$ cat config.mk
export PLATFORM = sky130hd
export DESIGN_NAME = seg_p2s_ctrl
export DESIGN_NICKNAME = d
export VERILOG_FILES = /design/src/rtl/seg_p2s_ctrl.sv
export SDC_FILE = /design/constraint.sdc
export NUM_CORES = 1
export LEC_CHECK = 0
export CAP_MARGIN = 20
export CORE_UTILIZATION = 55
export CTS_BUF_LIST = sky130_fd_sc_hd__clkbuf_8
export DETAILED_ROUTE_END_ITERATION = 7
export PLACE_DENSITY = 0.8
export SYNTH_ARGS = -nofsm -noshare
export SYNTH_HDL_FRONTEND = slang
export SYNTH_SLANG_ARGS = --single-unit
$ cat constraint.sdc
create_clock -name clk -period 2.3 [get_ports clk]
set_clock_uncertainty 0.1 [all_clocks]
set_input_delay 0.46 -clock clk [delete_from_list [all_inputs] [get_ports clk]]
set_output_delay 0.46 -clock clk [all_outputs]
set_load 0.01 [all_outputs]
$ cat src/rtl/seg_p2s_ctrl.sv
// Serial sequencer for the eight-digit seven-segment display chain.
// Shifts a captured 64-bit segment image MSB-first, strobes the latch, and runs the refresh and blink timers.
module seg_p2s_ctrl #(
   parameter int unsigned CLK_DIV   = 2,
   parameter int unsigned REFRESH   = 50000,
   parameter int unsigned FLASH_DIV = 25000000
) (
   input  logic        clk,
   input  logic        rst_n,
   input  logic [63:0] seg_txt,
   input  logic        start,
   input  logic        auto_en,
   output logic        busy,
   output logic        done,
   output logic        s_clk,
   output logic        s_dat,
   output logic        s_clr_n,
   output logic        s_en,
   output logic        flash
);

   localparam int unsigned PH_W = $clog2(CLK_DIV + 1);
   localparam int unsigned RF_W = $clog2(REFRESH);
   localparam int unsigned FL_W = $clog2(FLASH_DIV + 1);

   typedef enum logic [1:0] {IDLE, SHIFT_LO, SHIFT_HI, LATCH} state_t;

   state_t            r_state;
   logic [PH_W-1:0]   r_phase;
   logic [6:0]        r_bitcnt;
   logic [63:0]       r_shreg;
   logic              r_pend;
   logic [RF_W-1:0]   r_ref;
   logic [FL_W-1:0]   r_flcnt;

   logic w_tick;
   logic w_new_req;
   logic w_req;
   logic w_ph_end;

   assign w_tick    = (r_ref == RF_W'(REFRESH - 1));
   assign w_new_req = start | (w_tick & auto_en);
   assign w_req     = w_new_req | r_pend;
   assign w_ph_end  = (r_phase == PH_W'(CLK_DIV - 1));

   // Free-running refresh timer, independent of the frame state.
   always_ff @(posedge clk or negedge rst_n) begin
      if (!rst_n) begin
         r_ref <= '0;
      end else if (w_tick) begin
         r_ref <= '0;
      end else begin
         r_ref <= r_ref + 1'b1;
      end
   end

   // Blink square wave for the decoder.
   always_ff @(posedge clk or negedge rst_n) begin
      if (!rst_n) begin
         r_flcnt <= '0;
         flash   <= 1'b1;
      end else if (r_flcnt == FL_W'(FLASH_DIV - 1)) begin
         r_flcnt <= '0;
         flash   <= ~flash;
      end else begin
         r_flcnt <= r_flcnt + 1'b1;
      end
   end

   always_ff @(posedge clk or negedge rst_n) begin
      if (!rst_n) begin
         s_clr_n <= 1'b0;
      end else begin
         s_clr_n <= 1'b1;
      end
   end

   // Frame sequencer; pend coalesces any requests that arrive while a frame runs.
   always_ff @(posedge clk or negedge rst_n) begin
      if (!rst_n) begin
         r_state  <= IDLE;
         r_phase  <= '0;
         r_bitcnt <= '0;
         r_shreg  <= '0;
         r_pend   <= 1'b0;
         busy     <= 1'b0;
         done     <= 1'b0;
         s_clk    <= 1'b0;
         s_dat    <= 1'b0;
         s_en     <= 1'b0;
      end else begin
         done <= 1'b0;
         case (r_state)
            IDLE: begin
               if (w_req) begin
                  r_state  <= SHIFT_LO;
                  r_shreg  <= seg_txt;
                  r_pend   <= 1'b0;
                  r_bitcnt <= '0;
                  r_phase  <= '0;
                  busy     <= 1'b1;
                  s_clk    <= 1'b0;
                  s_dat    <= seg_txt[63];
               end
            end
            SHIFT_LO: begin
               if (w_ph_end) begin
                  r_phase <= '0;
                  r_state <= SHIFT_HI;
                  s_clk   <= 1'b1;
               end else begin
                  r_phase <= r_phase + 1'b1;
               end
            end
            SHIFT_HI: begin
               if (w_ph_end) begin
                  r_phase  <= '0;
                  r_shreg  <= {r_shreg[62:0], 1'b0};
                  r_bitcnt <= r_bitcnt + 7'd1;
                  s_clk    <= 1'b0;
                  if (r_bitcnt == 7'd63) begin
                     r_state <= LATCH;
                     s_en    <= 1'b1;
                     s_dat   <= 1'b0;
                  end else begin
                     r_state <= SHIFT_LO;
                     s_dat   <= r_shreg[62];
                  end
               end else begin
                  r_phase <= r_phase + 1'b1;
               end
            end
            LATCH: begin
               if (w_ph_end) begin
                  r_phase <= '0;
                  r_state <= IDLE;
                  s_en    <= 1'b0;
                  busy    <= 1'b0;
                  done    <= 1'b1;
               end else begin
                  r_phase <= r_phase + 1'b1;
               end
            end
            default: r_state <= IDLE;
         endcase
         if (r_state != IDLE && w_new_req) begin
            r_pend <= 1'b1;
         end
      end
   end

endmodule

**Signal wires on met3**

The bar under the picture is 20 µm long.
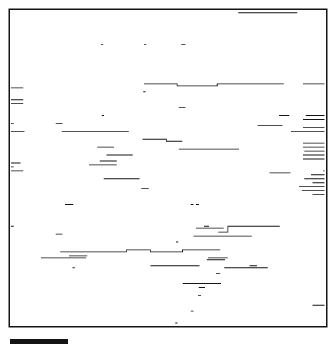
nets with wire on the layer: 56
wire length on this layer: 533 µm

**Routing congestion map**

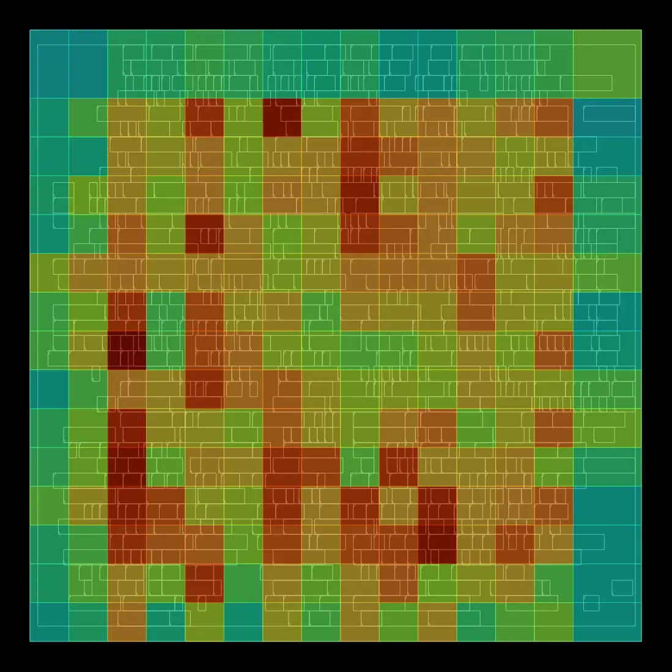
overall routing resource usage: 0.241
utilization after layout: 0.699
drt wl/cell: 15.1 µm
Top Usage Layer GRT: met2
grt met1 use: 0.314

==> impl_metrics.toml <==
# physical design summary
[run_status]
status = "complete, no violations"

[global_routing]
grt_util_met2 = 0.393
grt_antenna_before_repair = 0
grt_max_degree = 58

[cts]
h-tree-depth = 4
cts_tree = "done"

[final_timing]
fin_hold_ws_ps = 388
fin_crit_ps = 2080
worst_slack_ps = 216
setup_viol = 0
rsz0062_at_grt = "false"
fmax_ghz = 0.480

[synth]
ys_cells = 631
synth_area_mm2 = 0.00626
synth_flops = 123
top_cells_by_area = "dfrtp_1, nand2_1, mux2_4"
ys_warn_count = 0
avgSynthCellArea_um2 = 9.93

[detailed_routing]
vias = 4705
drt_iter0_drc = 384
viasPerCell = 5.43

[layout]
num-nonclk-inverters = 17
buffers_excl_clock = 91
top_regs = "r_shreg: 63 flops, r_flcnt: 25 flops, r_ref: 16 flops"
drive_above_1_share = 0.171
seq_cell_count = 123
lay_top_cells = "nand2_1, dfrtp_1, clkdlybuf4s50_1"
regMostFlops = "r_shreg"
largest_reg_flops = 63
fill_cells = 791
clkCellAreaFrac = 0.0549
clkbuf_count = 20
n_antenna_cell = 0
logic_area_mm2 = 0.00298

[floorplan]
fp.dieW_um = 109
floorplan.core_area_mm2 = 0.0110

[power]
powerDensity_mw_per_mm2 = 574
total_power_mw = 4.41

[setup_path]
crit_path_start = "r_flcnt[0]$_DFF_PN0_"
cp.arrival_ps = 2340

[place]
dpl_worst_slack_ps = -12.7
dp_hpwl_um = 8990
port_buffers = 74
**Where the registers sit**

Other sequential cells in the stronger gray, the rest of the logic in the fainter gray.
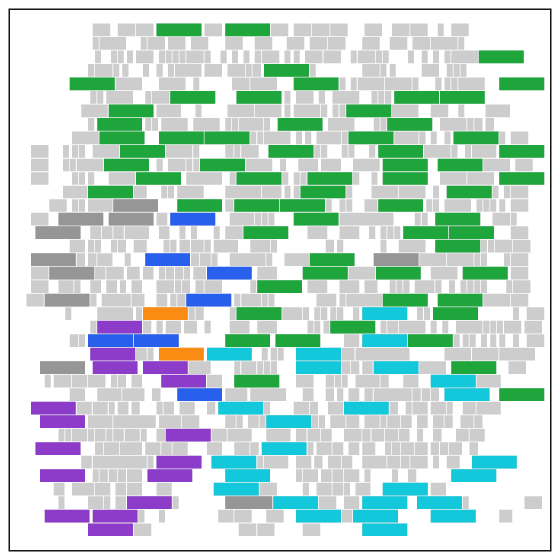
| color | netlist name | placed flops |
|---|---|---|
| green | r_shreg | 63 |
| purple | r_ref | 16 |
| blue | r_bitcnt | 7 |
| orange | r_phase | 2 |
| cyan | r_flcnt | 25 |
not colored: 10
P_seq: 2.16 mW
register area: 0.00308 mm²

**Logic cells by family**

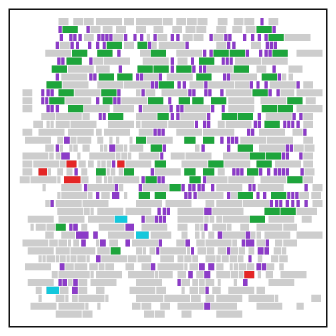
| color | family | cells |
|---|---|---|
| green | mux cells | 70 |
| purple | nand cells | 239 |
| red | non-inverting ao/oa cells | 5 |
| cyan | fa/ha/maj cells | 3 |
most common logic cell in the routed design: nand2_1
Non-Filler Instances: 866
logic share of the area: 0.389

## logic make-up after synthesis
kind of cell,share of synthesized area
and+or+nand+nor,0.233
DFF,0.492
muxes,0.153
buffers and inverters,0.0347
AOI/OAI and AO/OA,0.0419
xor gates and xnor gates,0.0391
adders and majority gates,0.00599
other,0.000599
## where the power goes
group          switching (mW)  leakage (nW)  internal (mW)
clock network           0.866         0.216           1.15
logic                  0.0960          1.98          0.131
registers            0.000258          1.65           2.16
## critical path: stages (launching register included)
cell	delay, ps
dfrtp_1	400
ha_1	230
and4_1	250
nand4_1	280
buf_4	270
or3_1	320
a21oi_1	160
## timing repair
item / CTS / global route
gates resized: 0 / 0
hold endpoints to repair: 35 / 0
hold buffers: 1 / 0
Power figures rest on the tool's default switching activity, not on a simulated workload.
